<file path="src/rtl/inport_req_pkg.sv">
// Shared definitions for the router input port.
//   `PORT       : highest output index; masks are `PORT+1 bits wide.
//   P_NORTH..P_EJECT : output bit positions.
//   PRIO        : fixed single-output priority, highest first (4,3,0,1,2).
//   state_e     : input-port FSM encoding.
//   prio_pick   : keeps only the highest-priority set bit of a mask.
//   multi_hot   : true when more than one mask bit is set.
`ifndef PORT
`define PORT 4
`endif

package inport_req_pkg;

  localparam int unsigned NP = `PORT + 1;

  localparam int unsigned P_NORTH = 0;
  localparam int unsigned P_EAST  = 1;
  localparam int unsigned P_SOUTH = 2;
  localparam int unsigned P_WEST  = 3;
  localparam int unsigned P_EJECT = 4;

  localparam int unsigned PRIO [NP] = '{P_EJECT, P_WEST, P_NORTH, P_EAST, P_SOUTH};

  typedef logic [`PORT:0] mask_t;

  typedef enum logic {
    ST_IDLE,
    ST_REQ
  } state_e;

  function automatic mask_t prio_pick(input mask_t m);
    mask_t r;
    logic  found;
    r     = '0;
    found = 1'b0;
    for (int unsigned i = 0; i < NP; i++) begin
      if (!found && m[PRIO[i]]) begin
        r[PRIO[i]] = 1'b1;
        found      = 1'b1;
      end
    end
    return r;
  endfunction

  function automatic logic multi_hot(input mask_t m);
    return (m & (m - mask_t'(1))) != '0;
  endfunction

endpackage

</file>
<file path="src/rtl/inport_fifo.sv">
// Circular flit buffer for the input port.
//   clk, rst  : clock, synchronous active-high reset (pointers/occupancy only).
//   push_i    : write wdata_i (caller guarantees not full).
//   pop_i     : drop the head entry (caller guarantees not empty).
//   wdata_i   : entry to store.
//   rdata_o   : head entry.
//   rnext_o   : top TAG_W bits of the entry behind the head (valid when occ>1).
//   full_o, empty_o, occ_o : status.
module inport_fifo #(
  parameter int unsigned W     = 37,
  parameter int unsigned DEPTH = 4,
  parameter int unsigned TAG_W = 5
) (
  input  logic                     clk,
  input  logic                     rst,
  input  logic                     push_i,
  input  logic                     pop_i,
  input  logic [W-1:0]             wdata_i,
  output logic [W-1:0]             rdata_o,
  output logic [TAG_W-1:0]         rnext_o,
  output logic                     full_o,
  output logic                     empty_o,
  output logic [$clog2(DEPTH):0]   occ_o
);

  localparam int unsigned AW = $clog2(DEPTH);
  localparam int unsigned OW = AW + 1;

  logic [W-1:0]  mem_q [DEPTH];
  logic [AW-1:0] wr_ptr_q, wr_ptr_d;
  logic [AW-1:0] rd_ptr_q, rd_ptr_d;
  logic [OW-1:0] occ_q, occ_d;
  logic [AW-1:0] rd_next;

  always_comb begin
    wr_ptr_d = wr_ptr_q;
    rd_ptr_d = rd_ptr_q;
    occ_d    = occ_q;
    if (push_i) wr_ptr_d = wr_ptr_q + AW'(1);
    if (pop_i)  rd_ptr_d = rd_ptr_q + AW'(1);
    if (push_i && !pop_i)      occ_d = occ_q + OW'(1);
    else if (pop_i && !push_i) occ_d = occ_q - OW'(1);
  end

  always_ff @(posedge clk) begin
    if (rst) begin
      wr_ptr_q <= '0;
      rd_ptr_q <= '0;
      occ_q    <= '0;
    end else begin
      wr_ptr_q <= wr_ptr_d;
      rd_ptr_q <= rd_ptr_d;
      occ_q    <= occ_d;
    end
  end

  always_ff @(posedge clk) begin
    if (push_i) mem_q[wr_ptr_q] <= wdata_i;
  end

  assign rd_next = rd_ptr_q + AW'(1);
  assign rdata_o = mem_q[rd_ptr_q];
  assign rnext_o = mem_q[rd_next][W-1 -: TAG_W];
  assign full_o  = (occ_q == OW'(DEPTH));
  assign empty_o = (occ_q == '0);
  assign occ_o   = occ_q;

endmodule

</file>
<file path="src/rtl/inport_req.sv">
// Router input port: buffers flits and requests the output arbiters for the
// head flit until every destination in its mask has been granted.
//   clk, rst  : clock, synchronous active-high reset.
//   in_vld/in_rdy/in_data/in_mask : upstream flit handshake.
//   req       : outputs the head flit still needs.
//   grt       : grants from the output arbiters.
//   out_data  : head payload (zero when idle).
//   sent      : outputs served this cycle (req & grt).
//   starve    : head has waited STARVE_TH or more cycles without service.
//   err       : one-cycle pulse for zero mask, stray grant, or reduced mask.
//   occ       : buffered flit count.
// Build option: INPORT_MULTICAST_EN allows multi-bit masks; otherwise a
// multi-bit mask is reduced to its highest-priority bit and flagged.
module inport_req
  import inport_req_pkg::*;
#(
  parameter int unsigned DATA_W    = 32,
  parameter int unsigned DEPTH     = 4,
  parameter int unsigned STARVE_TH = 15
) (
  input  logic                   clk,
  input  logic                   rst,
  input  logic                   in_vld,
  output logic                   in_rdy,
  input  logic [DATA_W-1:0]      in_data,
  input  logic [`PORT:0]         in_mask,
  output logic [`PORT:0]         req,
  input  logic [`PORT:0]         grt,
  output logic [DATA_W-1:0]      out_data,
  output logic [`PORT:0]         sent,
  output logic                   starve,
  output logic                   err,
  output logic [$clog2(DEPTH):0] occ
);

  localparam int unsigned OW = $clog2(DEPTH) + 1;
  localparam int unsigned CW = $clog2(STARVE_TH) + 1;
  localparam int unsigned FW = DATA_W + NP;

  state_e        state_q, state_d;
  mask_t         pend_q, pend_d;
  logic [CW-1:0] cnt_q, cnt_d;
  logic          err_q, err_d;

  mask_t         st_mask;
  logic          mc_err;
  logic          accept, push, pop;
  logic          full, empty;
  logic [FW-1:0] head;
  mask_t         next_mask;

`ifdef INPORT_MULTICAST_EN
  assign st_mask = in_mask;
  assign mc_err  = 1'b0;
`else
  assign st_mask = prio_pick(in_mask);
  assign mc_err  = multi_hot(in_mask);
`endif

  assign in_rdy = !full;
  assign accept = in_vld && in_rdy;
  assign push   = accept && (in_mask != '0);
  assign sent   = req & grt;
  assign pop    = (state_q == ST_REQ) && !empty && ((pend_q & ~grt) == '0);

  inport_fifo #(
    .W     (FW),
    .DEPTH (DEPTH),
    .TAG_W (NP)
  ) u_fifo (
    .clk     (clk),
    .rst     (rst),
    .push_i  (push),
    .pop_i   (pop),
    .wdata_i ({st_mask, in_data}),
    .rdata_o (head),
    .rnext_o (next_mask),
    .full_o  (full),
    .empty_o (empty),
    .occ_o   (occ)
  );

  // State register
  always_ff @(posedge clk) begin
    if (rst) state_q <= ST_IDLE;
    else     state_q <= state_d;
  end

  // Next state: a pop with another flit behind it (buffered, or arriving this
  // cycle) stays in REQ so req never drops for a cycle.
  always_comb begin
    state_d = state_q;
    unique case (state_q)
      ST_IDLE: if (push) state_d = ST_REQ;
      ST_REQ:  if (pop && !(occ > OW'(1)) && !push) state_d = ST_IDLE;
      default: state_d = ST_IDLE;
    endcase
  end

  // Outputs
  always_comb begin
    req      = '0;
    out_data = '0;
    if (state_q == ST_REQ) begin
      req      = pend_q;
      out_data = head[DATA_W-1:0];
    end
  end

  // Pending mask: when the head pops, the next head is either the buffered
  // entry behind it or, if the FIFO held only one flit, the flit pushed now.
  always_comb begin
    pend_d = pend_q;
    if (state_q == ST_IDLE) begin
      pend_d = push ? st_mask : '0;
    end else if (pop) begin
      if (occ > OW'(1)) pend_d = next_mask;
      else if (push)    pend_d = st_mask;
      else              pend_d = '0;
    end else begin
      pend_d = pend_q & ~sent;
    end
  end

  always_comb begin
    cnt_d = cnt_q;
    if (state_q == ST_IDLE || pop || (sent != '0)) cnt_d = '0;
    else if (cnt_q != '1)                          cnt_d = cnt_q + CW'(1);
  end

  assign err_d = (accept && (in_mask == '0)) || ((grt & ~req) != '0) || (push && mc_err);

  always_ff @(posedge clk) begin
    if (rst) begin
      pend_q <= '0;
      cnt_q  <= '0;
      err_q  <= 1'b0;
    end else begin
      pend_q <= pend_d;
      cnt_q  <= cnt_d;
      err_q  <= err_d;
    end
  end

  assign starve = (cnt_q >= CW'(STARVE_TH));
  assign err    = err_q;

endmodule
</file>
<file path="config.mk">
export PLATFORM = sky130hd
export DESIGN_NAME = inport_req
export DESIGN_NICKNAME = d
export VERILOG_FILES = /design/src/rtl/inport_req_pkg.sv /design/src/rtl/inport_fifo.sv /design/src/rtl/inport_req.sv
export SDC_FILE = /design/constraint.sdc
export NUM_CORES = 1
export LEC_CHECK = 0
export CAP_MARGIN = 10
export CORE_MARGIN = 2
export CORE_UTILIZATION = 54
export DETAILED_ROUTE_END_ITERATION = 12
export DONT_BUFFER_PORTS = 1
export PLACE_DENSITY = 0.76
export SETUP_SLACK_MARGIN = 0.15
export SYNTH_ARGS = -nofsm -noshare
export SYNTH_HDL_FRONTEND = slang
export SYNTH_SLANG_ARGS = --single-unit
</file>
<file path="constraint.sdc">
create_clock -name clk -period 3.85 [get_ports clk]
set_input_delay 1.155 -clock clk [delete_from_list [all_inputs] [get_ports clk]]
set_output_delay 1.155 -clock clk [all_outputs]
set_load 0.1 [all_outputs]
</file>
### Signal wires on met3, run 1

Scale: 2 px per um.
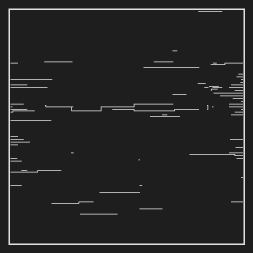
main direction: horizontal
longest straight run: 27.6 um
wire length on this layer: 609 um
nets with wire on the layer: 53

### Logic cells by family, run 1

Scale: 4 px per um.
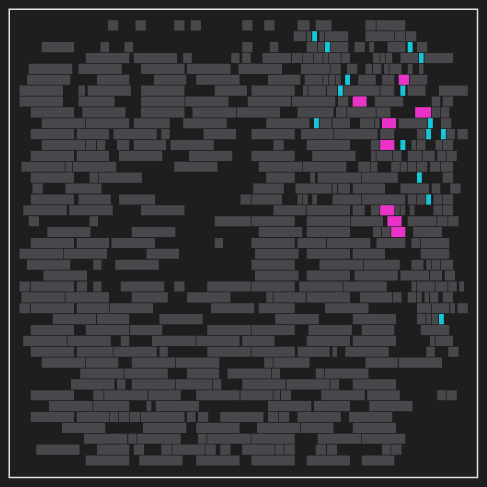
| color | family | cells |
|---|---|---|
| magenta | non-inverting ao/oa cells | 8 |
| cyan | inv cells | 15 |
logic share of the area: 23.6%
count of non-filler cells in the finished layout: 625
most used logic cell in the final layout: edfxtp_1

==> COMMIT_EDITMSG, run 1 <==
Add synthesis and place-and-route results

* Clock power share: 31.2%
- Tally of buffers added on design ports: 0
- Leading register cell type out of synthesis: edfxtp_1
- Largest net degree at the start of global routing: 38
- Inserted tap cell count: 172
* Number of nets still failing antenna checks after routing: 0
- DR WL met3: between 600 and 700 um
- Largest fanout on the critical path: 19
- Combinational cell power: 1.53 mW
* Routed length on met1: ~5000 um
* Yosys cell count: 387
- Portion of netlist area occupied by mux cells: 12.6%
- Proportion of total power due to net switching: 32.4%
* Post_cts resized: 0
* Chip Footprint: 13600 um^2
- Top cell category: flip-flops and latches
- The final layout report lists a clock buffer count of 18.
- The floorplan step set the die width to 117 um.
- The group that draws the most power in this run is sequential cells.
- The worst path needs around 3.3 ns of the cycle, external delays included.
- Unique cell types: 46
- # H-tree levels: 4
- Top library cells by usage in the layout, fill and taps aside: edfxtp_1 (148), buf_4 (48), mux4_2 (37), and2_1 (35), nor2_1 (24)
* Max-Slew Margin vs Limit: 31.4%
* Worst reg2reg path endpoint: u_fifo.occ_o[2]
* Yosys reg bits: 169
* Fraction of area in clock buffers and inverters: 7.60%
- GR Overflow Total: 0
* Crit-path most repeated cell: buf_4
- Status: completed
- The synthesis report lists the most area-consuming cells as edfxtp_1 (65%), mux4_2 (12%), dfxtp_1 (6.1%), and2_1 (3.6%), ha_1 (2.2%).
* Data required time at the worst endpoint: 2.69 ns
- Initial antenna violation count: 0
- In the final layout, the fill cell count is about 890.
- Setup TNS Final: 0 ns
* Peak clock frequency supported by timing: between 300 and 400 MHz
- Aggregate global-route resource usage: 19.1%
- DP Worst Slack: between 0.7 and 0.8 ns
* Power attributed to sequential cells: 2.31 mW
### Routing congestion map, run 1

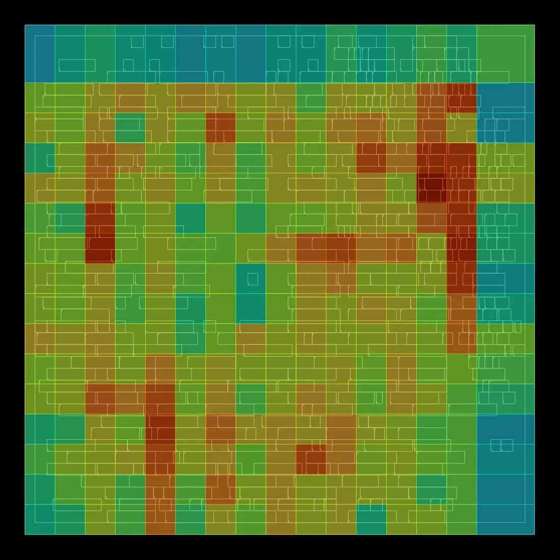
met3 usage in global routing: 6.43%
global-route met2 utilization: 32.7%
GR Util met1: 23.1%
post-DR wirelength/cell: 19.5 um

## run 1: how the worst max path moves through the flow
stage / startpoint / end / slack, ns
2_1_floorplan: u_fifo.occ_o[0] / u_fifo.mem_q[0][0] / 0.49
6_report: register / out_data[24] / 0.53
5_1_grt: register / out_data[31] / 0.43
4_1_cts: register / out_data[24] / 0.48
3_5_place_dp: in_vld / u_fifo.mem_q[1][23] / 0.73
3_3_place_gp: in_vld / u_fifo.mem_q[3][23] / 0.78
## run 1: sequential cells by signal (all words and copies together) (netlist names), named ones only
signal and cells:
u_fifo.rd_ptr_q 2, u_fifo.occ_o 3, state_q 1, u_fifo.mem_q 148, u_fifo.wr_ptr_q 2, cnt_q 5
pend_q 5, err 1
## Run 2: what changed since run 1
HOLD_SLACK_MARGIN = 0.02   (was default)
### Sizing map, run 2

Scale: 4 px per um.
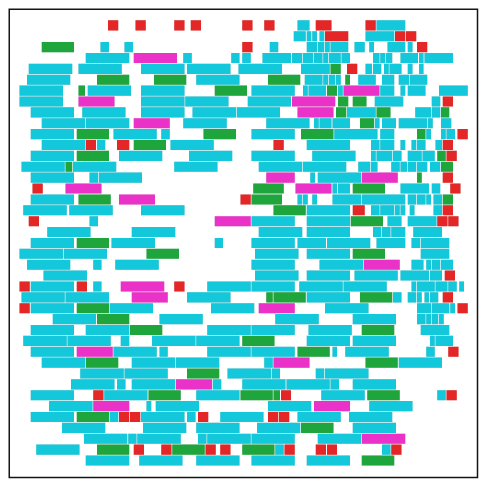
| color | size | cells | share |
|---|---|---|---|
| red | _3 and _4 cells | 54 | 12% |
| green | _2 cells | 57 | 13% |
| magenta | _6 and larger | 22 | 4.9% |
| cyan | _0 and _1 cells | 320 | 71% |
final worst setup slack: 0.535 ns
synth-to-layout area growth: 16.9%
Post-Layout Inst Area: 8020 um^2
Signal buffers: 49

### Signal wires on met3, run 2

Scale: 2 px per um.
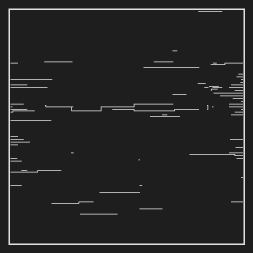
wire length on this layer: 609 um
longest straight run: 27.6 um
nets with wire on the layer: 53
main direction: horizontal
total vias in the final route: 3443
total length of routed wires: 12200 um

==> run 2 against run 1 <==
  * Synthesized area unchanged
  * First-iteration DRC count unchanged
  * Design area unchanged
  * Utilization unchanged
  * Critical endpoint unchanged
  * Highest routed layer unchanged
==> COMMIT_EDITMSG, run 2 <==
Add synthesis and place-and-route results

- The met3 routed wirelength is 609 um (unchanged).
- Top Registers: u_fifo.mem_q: 148 flops, cnt_q: 5 flops, pend_q: 5 flops
* Largest net degree at the start of global routing: 38 (unchanged)
- The total of cells resized after clock tree synthesis came to 0 (unchanged).
- The timing report shows the most common cell along the critical path to be buf_4.
* # H-tree levels: 4 (unchanged)
- GR Overflow Total: 0 (unchanged)
* Unique cell types: 46 (unchanged)
* Status: completed
- Largest fanout on the critical path: 19 (unchanged)
- Most used logic cell in the final layout: edfxtp_1
- The final instance count without filler cells is 625 (unchanged).
- GR Util met1: 23.1% (unchanged)
- The achievable frequency is 302 MHz (unchanged).
- The register bit count reported by yosys came to 169 (unchanged).
* Post-DR wirelength/cell: 19.5 um (unchanged)
- The critical path ends at out_data[24].
* Top library cells by usage in the layout, fill and taps aside: edfxtp_1 (148), buf_4 (48), mux4_2 (37), and2_1 (35), nor2_1 (24)
- Chip Footprint: 13600 um^2 (unchanged)
* Data required time at the worst endpoint: 2.69 ns (about the same)
- The final sum of negative setup slack is 0 ns (unchanged).
- Flip-flop count of the largest register, all copies and words added: 148 (unchanged)
- The initial antenna violation count is 0 (unchanged).
- The power share of the clock group came to 31.2% (about the same).
- The minimum clock period after layout is 3.32 ns (unchanged).
- The die extent in x is 117 um (unchanged).
* Met3 usage in global routing: 6.43% (unchanged)
- The number of fill cells was 886 (unchanged).
* Worst reg2reg path endpoint: u_fifo.occ_o[2]
- Max-Slew Margin vs Limit: 31.4% (unchanged)
* Aggregate global-route resource usage: 19.1% (unchanged)
- Sorting the synthesized cells by area gives the leading types as edfxtp_1 (65%), mux4_2 (12%), dfxtp_1 (6.1%), and2_1 (3.6%), ha_1 (2.2%).
- Tally of buffers added on design ports: 0 (unchanged)
- DP Worst Slack: 0.734 ns (unchanged)
- Proportion of total power due to net switching: 32.4% (unchanged)
- The met2 global-route usage was 32.7% (unchanged).
* Leading register cell type out of synthesis: edfxtp_1
==> run 2: cell counts after synthesis <==
No cell type changed its count.
==> run 2: cell type report <==
cell class              instances  area share (%)
multi-input cells             188            23.6
inverters                      15           0.702
well taps                     172            2.68
repair buffers                 49            4.74
clock inverters                14            2.25
flip-flops and latches        169            60.7
clock buffers                  18            5.35
==> run 2: power by group through the flow <==
stage | clock network [mW] | logic, mW | registers (mW)
CTS | 1.77 | 1.55 | 2.31
global placement | 0 | 1.53 | 2.34
global route | 1.84 | 1.62 | 2.33
finish | 1.74 | 1.53 | 2.31
detailed placement | 0 | 1.54 | 2.35
floorplan | 0 | 1.17 | 2.40
### Logic cells by family, run 2

Scale: 4 px per um.
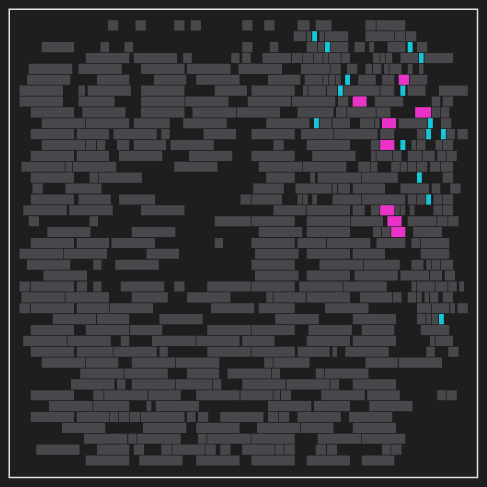

## Run 3: what changed since run 2
CTS_BUF_LIST = sky130_fd_sc_hd__clkbuf_2   (was default)
MAX_ROUTING_LAYER = met4   (was default)
SLEW_MARGIN = 15   (was default)
### Logic cells by family, run 3

Scale: 4 px per um.
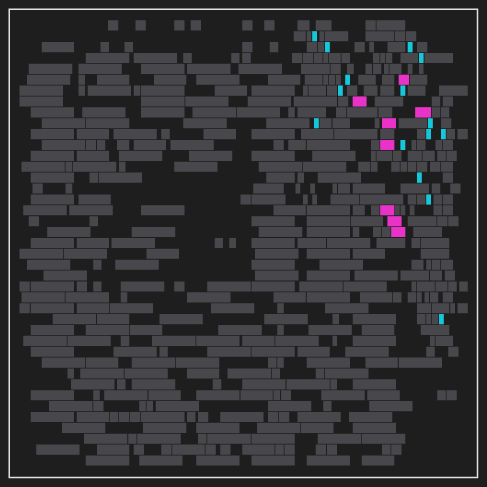
| color | family | cells |
|---|---|---|
| cyan | inv cells | 15 |
| magenta | non-inverting ao/oa cells | 8 |

==> run 3 against run 2 <==
  * Setup slack worse by 0.19 ns
  * First-iteration DRC count down 4.3%
  * Cell count up 0.16%
  * Count of clock-buffer cells in the layout unchanged
  * Synthesized cell count is the same
  * Routed wire length decreased by 0.90%
  * Total power decreased by 13%
  * Global-route usage increased by 0.48 points
  * Clock skew up 0.014 ns
  * Critical path type unchanged
==> COMMIT_EDITMSG, run 3 <==
Add synthesis and place-and-route results

- Status: completed
- The largest net degree at the start of global routing was 38 (unchanged).
* Top Registers: u_fifo.mem_q: 148 flops, cnt_q: 5 flops, pend_q: 5 flops
* Synth-to-layout area growth: 12.1%
- The remaining global-route overflow came to 0 (unchanged).
- The detailed-route via count was 3456 (+0.38%).
- Crit-path most repeated cell: buf_4
- The initial antenna violation count came to 0 (unchanged).
- Pins Over Slew Limit: 0
* Setup TNS Final: 0 ns (unchanged)
- In the routed design, unresolved DRC markers number 0.
- In the synthesized netlist the dominant register cell turns out to be edfxtp_1.
- For reference, the critical path is captured by out_data[24].
* Combinational cell power: 1.53 mW (about the same)
* Worst reg2reg path endpoint: u_fifo.mem_q[0][20]
* Power attributed to sequential cells: 2.31 mW (about the same)
- Post_cts resized: 1 (+1)
- The chip area came to 13600 um^2 (unchanged).
- Synth top area cells: edfxtp_1 (65%), mux4_2 (12%), dfxtp_1 (6.1%), and2_1 (3.6%), ha_1 (2.2%)
* Max-Slew Margin vs Limit: 31.1% (-0.20 points)
* # H-tree levels: 4 (unchanged)
* Top cell types by occurrence after synthesis: edfxtp_1 (148), and2_1 (39), mux4_2 (37)
- The worst path required time is 2.69 ns (about the same).
- The met3 routed wirelength is 556 um (-8.7%).
* GR Util met1: 23.2% (+0.15 points)
- Yosys reg bits: 169 (unchanged)
- Final worst setup slack: 0.343 ns (-0.192 ns)
- The worst slack at placement was 0.734 ns (unchanged).
- The most critical hold endpoint after final layout shows a slack of 0.471 ns.
- Yosys instantiated no cell more often than edfxtp_1.
* Flip-flop count of the largest register, all copies and words added: 148 (unchanged)
- By instance count after routing, the leading logic cell type is edfxtp_1.
- Count of non-filler cells in the finished layout: 626 (+0.16%)
- The minimum clock period after layout was 3.51 ns (+0.192 ns).
- The die extent in x is 117 um (unchanged).
- Measured along the y axis, the die boundary spans 117 um.
* Peak clock frequency supported by timing: 285 MHz (-5.5%)
* Proportion of total power due to net switching: 35.5% (+3.1 points)
* Top library cells by usage in the layout, fill and taps aside: edfxtp_1 (148), buf_4 (48), mux4_2 (37), and2_1 (35), nor2_1 (24)
- Number of setup buffers added after CTS: 0
- Unique cell types: 46 (unchanged)
- Largest fanout on the critical path: 19 (unchanged)
- Routed length on met1: 4990 um
* Pwr top: sequential cells
- The total wire length was 12100 um (-0.90%).
- Cell count along the critical path: 4
* Register name with the most flops: u_fifo.mem_q
- Post-route clock skew: 0.0222 ns
* Final cycle utilization of the critical path: 91.1%
- P_clk: 994 uW (-43%)
### Routing congestion map, run 3

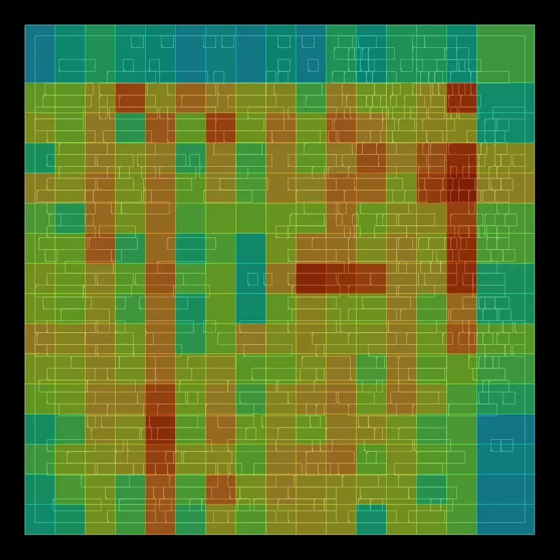
post-DR wirelength/cell: 19.3 um
aggregate global-route resource usage: 19.6%
met3 usage in global routing: 5.14%
global-route met2 utilization: 32.4%
gr busiest metal: met2

==> run 3: cells by family (layout without fill, tap and decap cells) <==
group | Yosys count | count (layout) | share of synthesized area [%]
flip-flops | 169 | 169 | 70.9
AND/OR/NAND/NOR | 99 | 99 | 8.26
multiplexers | 40 | 40 | 12.6
buffers and inverters | 30 | 96 | 1.71
AND-OR/OR-AND | 28 | 28 | 3.19
adder cells (fa/ha/maj) | 12 | 12 | 2.19
XOR/XNOR | 9 | 9 | 1.15
other | 0 | 1 | 0
==> run 3: cell type report <==
type	count	area [um^2]	share of cell area, %
clock buffer	18	90.1	1.17
clock inverter	14	180	2.34
multi-input combinational	188	1890	24.6
tap	172	215	2.80
timing repair buffer	49	380	4.95
antenna	1	2.50	0.0325
sequential	169	4870	63.4
inverter	15	56.3	0.732
No activity file was given, so power comes from the tool's default toggle rates.
